<file path="src/rtl/wb_grf.sv">
// Write-back stage and 32x32 general register file. Decodes the W-stage
// instruction, picks and extends the write data, updates the register file,
// and serves two decode-stage read ports with same-cycle write bypass.
module wb_grf #(
    parameter int DEBUG_DISPLAY = 1,
    parameter int CNT_WIDTH     = 32
) (
    input  logic                 clk,
    input  logic                 reset,
    input  logic [31:0]          IR_W,
    input  logic [31:0]          PC_W,
    input  logic [31:0]          PC8_W,
    input  logic [31:0]          AO_W,
    input  logic [31:0]          DR_W,
    input  logic [4:0]           A1,
    input  logic [4:0]           A2,
    output logic [31:0]          RD1,
    output logic [31:0]          RD2,
    output logic                 WE_W,
    output logic [4:0]           WA_W,
    output logic [31:0]          WD_W,
    output logic [CNT_WIDTH-1:0] retire_cnt
);

    typedef enum logic [2:0] {
        WS_NONE, WS_AO, WS_PC8, WS_LW, WS_LB, WS_LBU, WS_LH, WS_LHU
    } wsel_t;

    logic [5:0]  op, fn;
    logic [4:0]  rt, rd;
    wsel_t       sel;
    logic [4:0]  dst;
    logic [7:0]  ld_byte;
    logic [15:0] ld_half;
    logic [31:0] wd_raw;
    logic [31:0] regs [0:31];

    assign op = IR_W[31:26];
    assign fn = IR_W[5:0];
    assign rt = IR_W[20:16];
    assign rd = IR_W[15:11];

    // rs/shamt fields only matter to earlier stages; PC_W feeds the trace only
    logic unused_ok;
    assign unused_ok = ^{IR_W[25:21], IR_W[10:6], PC_W};

    // Decode: which source feeds the register file and which register gets it
    always_comb begin
        sel = WS_NONE;
        dst = 5'd0;
        case (op)
            6'h00: begin
                case (fn)
                    6'h21, 6'h23, 6'h2a, 6'h00: begin sel = WS_AO;  dst = rd; end
                    6'h09:                      begin sel = WS_PC8; dst = rd; end
                    default: ;
                endcase
            end
            6'h0d, 6'h0f, 6'h09: begin sel = WS_AO;  dst = rt; end
            6'h23:               begin sel = WS_LW;  dst = rt; end
            6'h20:               begin sel = WS_LB;  dst = rt; end
            6'h24:               begin sel = WS_LBU; dst = rt; end
            6'h21:               begin sel = WS_LH;  dst = rt; end
            6'h25:               begin sel = WS_LHU; dst = rt; end
            6'h03:               begin sel = WS_PC8; dst = 5'd31; end
            default: ;
        endcase
    end

    // Sub-word extraction; alignment is guaranteed upstream so AO_W[0] is
    // ignored for halfwords
    always_comb begin
        case (AO_W[1:0])
            2'd0:    ld_byte = DR_W[7:0];
            2'd1:    ld_byte = DR_W[15:8];
            2'd2:    ld_byte = DR_W[23:16];
            default: ld_byte = DR_W[31:24];
        endcase
        ld_half = AO_W[1] ? DR_W[31:16] : DR_W[15:0];
    end

    // Write data mux and write-port outputs; $0 never gets a write enable
    always_comb begin
        case (sel)
            WS_AO:   wd_raw = AO_W;
            WS_PC8:  wd_raw = PC8_W;
            WS_LW:   wd_raw = DR_W;
            WS_LB:   wd_raw = {{24{ld_byte[7]}}, ld_byte};
            WS_LBU:  wd_raw = {24'd0, ld_byte};
            WS_LH:   wd_raw = {{16{ld_half[15]}}, ld_half};
            WS_LHU:  wd_raw = {16'd0, ld_half};
            default: wd_raw = 32'd0;
        endcase
        WE_W = (sel != WS_NONE) && (dst != 5'd0);
        WA_W = (sel != WS_NONE) ? dst : 5'd0;
        WD_W = wd_raw;
    end

    // Read ports with write-before-read bypass so D sees this cycle's result
    always_comb begin
        if (A1 == 5'd0)                RD1 = 32'd0;
        else if (WE_W && WA_W == A1)   RD1 = WD_W;
        else                           RD1 = regs[A1];
        if (A2 == 5'd0)                RD2 = 32'd0;
        else if (WE_W && WA_W == A2)   RD2 = WD_W;
        else                           RD2 = regs[A2];
    end

    // Register file update; reset takes priority over a same-cycle write
    always_ff @(posedge clk) begin
        if (reset) begin
            for (int i = 0; i < 32; i++) regs[i] <= 32'd0;
        end else if (WE_W) begin
            regs[WA_W] <= WD_W;
        end
    end

    // Retired-instruction counter; bubbles (IR_W == 0) do not count
    always_ff @(posedge clk) begin
        if (reset)              retire_cnt <= '0;
        else if (IR_W != 32'd0) retire_cnt <= retire_cnt + 1'b1;
    end

`ifndef SYNTHESIS
    generate
        if (DEBUG_DISPLAY != 0) begin : g_trace
            // Simulation-only trace of every architectural register write
            always_ff @(posedge clk) begin
                if (WE_W && !reset) $display("@%h: $%d <= %h", PC_W, WA_W, WD_W);
            end
        end
    endgenerate
`endif

endmodule

</file>
<file path="config.mk">
export PLATFORM = sky130hd
export DESIGN_NAME = wb_grf
export DESIGN_NICKNAME = d
export VERILOG_FILES = /design/src/rtl/wb_grf.sv
export SDC_FILE = /design/constraint.sdc
export NUM_CORES = 2
export LEC_CHECK = 0
export CORE_ASPECT_RATIO = 1.2
export CORE_MARGIN = 4
export CORE_UTILIZATION = 45
export CTS_CLUSTER_DIAMETER = 200
export DETAILED_ROUTE_END_ITERATION = 6
export GPL_TIMING_DRIVEN = 0
export PLACE_DENSITY_LB_ADDON = 0.2
export SLEW_MARGIN = 5
export SYNTH_ARGS = -nofsm -noshare
export SYNTH_HDL_FRONTEND = slang
export SYNTH_SLANG_ARGS = --single-unit
</file>
<file path="constraint.sdc">
create_clock -name clk -period 3.3 [get_ports clk]
set_input_delay 0.33 -clock clk [delete_from_list [all_inputs] [get_ports clk]]
set_output_delay 0.33 -clock clk [all_outputs]
set_load 0.02 [all_outputs]
</file>
Fig. 1: register map, names as in the netlist
Drawn at 1 px/um. Other cells in grey.
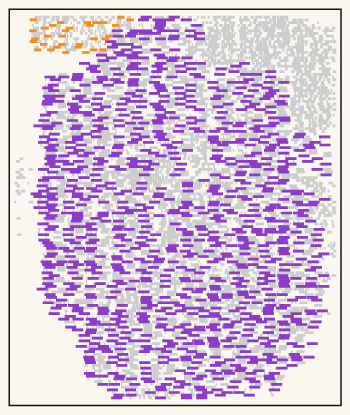
`retire_cnt`: drawn in orange, flops 32, where upper left. `regs`: drawn in purple, flops 1024, where widely spread.
Seq/total area: 0.456
sequential power: 15.7 mW
FF+latch area: 0.0314 mm2

Fig. 2: cell area per tile
The die is cut into 33 by 39 equal tiles; dark purple is low, yellow is high, 0 to 100% covered.
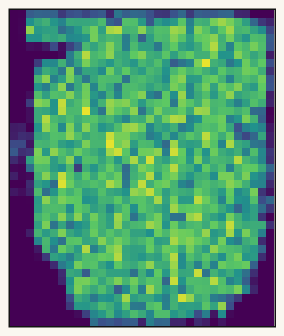
The fullest tile reaches 97%. The densest ninth of the die: centre. The emptiest ninth of the die: lower left.
final core occ: 0.557
fp util: 0.454
core footprint: 0.123 mm2

==> GITHUB_STEP_SUMMARY <==
### Metrics collected by this job

| Metric | Value |
|---|---|
| Later-pin clock latency in the skew report | 0.73 ns |
| Die height | 395 um |
| Met3 global-route usage | 0.139 |
| Vias per inst | 6.76 |
| Hold crit path type | in -> reg |
| Max FFs per register | 1024 |
| Clock group share of total power | 0.359 |
| Hold endpoint | retire_cnt[0] |
| CTS Buffer Depth | 3 |
| # diodes | 10 |
| Worst EP arrival | 3.14 ns |
| Combinational Power | 6.03 mW |
| Adders+Majority by Area | 0.000223 |
| RSZ-0062 raised after global routing | true |
| Drt first pass iters | 6 |
| Crit path DRT | 2.97 ns |
| Biggest consumer | sequential cells |
| Top Layer Used | met5 |
| Clock transition at path regs | 0.06 ns |
| Worst-path maximum fanout | 2 |
| Crit. Startpoint | regs[7][15] |
| VDD IR-drop max | 455 uV |
| Gr ovfl total | 0 |
| Top-count cell post-synth | nor2_1 |
| # port buffers | 263 |
| Vias post-DR | 41100 |
| Number of remaining DRC errors | 2 |
| Crit path depth | 6 |
| Tool Warnings | 61 |
| Mapped Area | 0.0561 mm2 |
| Worst setup SP type | flop |
| CP top delay family | multiplexers |
| Synth-to-Final Area Change | 22.6% |
| Finished Layout Cells | 6083 |
| CTS Hold Bufs | 0 |
| Slew HR | 0.0654 |
| Status | complete, but fails checks |
| Area occupied by multi-input gates | 0.0250 mm2 |
| Flop count | 1056 |
| Post-Place Setup Slack | -2.61 ns |
| CTS tree | built |
| NonClk Buf Share | 0.0979 |
| Layout fillers | 9928 |
| CTS-repair resized insts | 1287 |
| Wire length of the first global-routing pass | 323 mm |
| Largest net degree at the start of global routing | 33 |
| Total global-route track usage | 0.363 |
| Chip Area, Yosys | 0.0561 mm2 |
| Fmax | 0.288 GHz |
| Top cell category | flip-flops and latches |
| Maxcap violations | 0 |
| Pwr/cell area | 494 mW/mm2 |
| Seq pwr share | 0.463 |
| Setup TNS | -10.35 ns |
| FF-to-FF setup slack | 1.00 ns |
| Critical Path End | RD1[15] |
| Lkg Pwr | 22.5 nW |
| Syn Area/Cell | 14.7 um2 |
| GR Util met2 | 0.541 |
| Instance area after placement | 0.0616 mm2 |
| Worst-margin pin slew | 1.40 ns |
| Post-synth EDFFs | 1024 |
| FF-to-FF Start | retire_cnt[4] |
| Xor+xnor area frac | 0.00344 |
| Slowest cell on the critical path | mux4_2 |
| Worst hold slack | 0.437 ns |
| Top area cell types | edfxtp_1 55%, mux4_2 26%, nor2_1 6.9% |
| Largest register by flop count | regs |
| Failing checks | design-rule violations, negative setup slack |
| Final setup fails | 230 |
| #MultiIn Comb | 2344 |
| Combinational fraction of design power | 0.177 |
| Tap cells | 1644 |
| Total wire length | 239 mm |
| RD Place Congestion | 0.986 |
| Comb area share | 0.363 |
| Async SR Flop Fraction | 0 |
| Cycle use final | 1.05 |
| Internal power | 24.6 mW |
| Mux area share | 0.288 |
| Post-Synth AOI/OAI Area | 0.0179 |
| ClkCell Share | 0.0492 |
| CP max stage delay | 0.66 ns |
| Worst hold path startpoint | IR_W[0] |
| Buf/Inv on CP | 1 |
| Min Tclk post-route | 3.47 ns |
| Cell count after placement | 5785 |
| Largest regs | regs (1024), retire_cnt (32) |
| Vias in the first global route | 40400 |
| Non-clock inverters | 53 |
| 1st-iter DRT viols | 6802 |
| Top cell type by total area after synthesis | edfxtp_1 |
| WL/cell | 39.3 um |
| Psw | 9.32 mW |
| Top post-synthesis cells by count | 1037 x nor2_1, 1024 x edfxtp_1, 648 x mux4_2 |
| Tot Pwr | 34.0 mW |
| Ports | 306 |
| Top cells excl fill/tap | 1024 x nor2_1, 1024 x edfxtp_1, 648 x mux4_2 |
| Final instance area | 0.0688 mm2 |
| Metal3 WL | 35.7 mm |
| Buffers, non-clock | 779 |
| Hold Path Stages | 6 |
| Grt met1 use | 0.432 |
| Most used flip-flop cell | edfxtp_1 |
| Post-synth seq share | 0.560 |
| Chip area | 0.130 mm2 |
| Flops out of synthesis | 1056 |
| Metal-1 WL | 75.6 mm |
| Simple-gate share of the synthesized area | 0.0997 |
| Htree depth | 3 |
| GRT Max-Usage Layer | met2 |
| Detail Placement HPWL | 177 mm |
| Met2 Routed Length | 105 mm |
| Setup Buffers After CTS | 67 |
| Switching share of power | 0.274 |
| Worst setup path class | reg -> out |
| Critical-path cell list | mux4_2 > mux4_2 > mux2_4 > nand2_4 > mux2i_4 > buf_6 |
| Worst setup margin | -0.167 ns |
| Layout net count | 4515 |
| Row Count | 141 |
| Path depth of the worst reg2reg path | 7 |
| Chip width | 330 um |
Fig. 3: clock nets
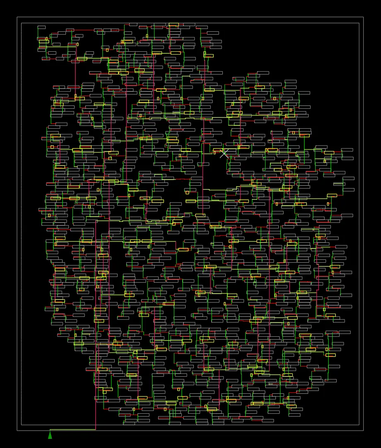
clock skew: 0.00312 ns
number of clock buffers in the layout: 122
clk sinks: 1056
Clk. pwr: 12.2 mW
CTS Buf Count: 108

Power is estimated from default activity; no workload was simulated.
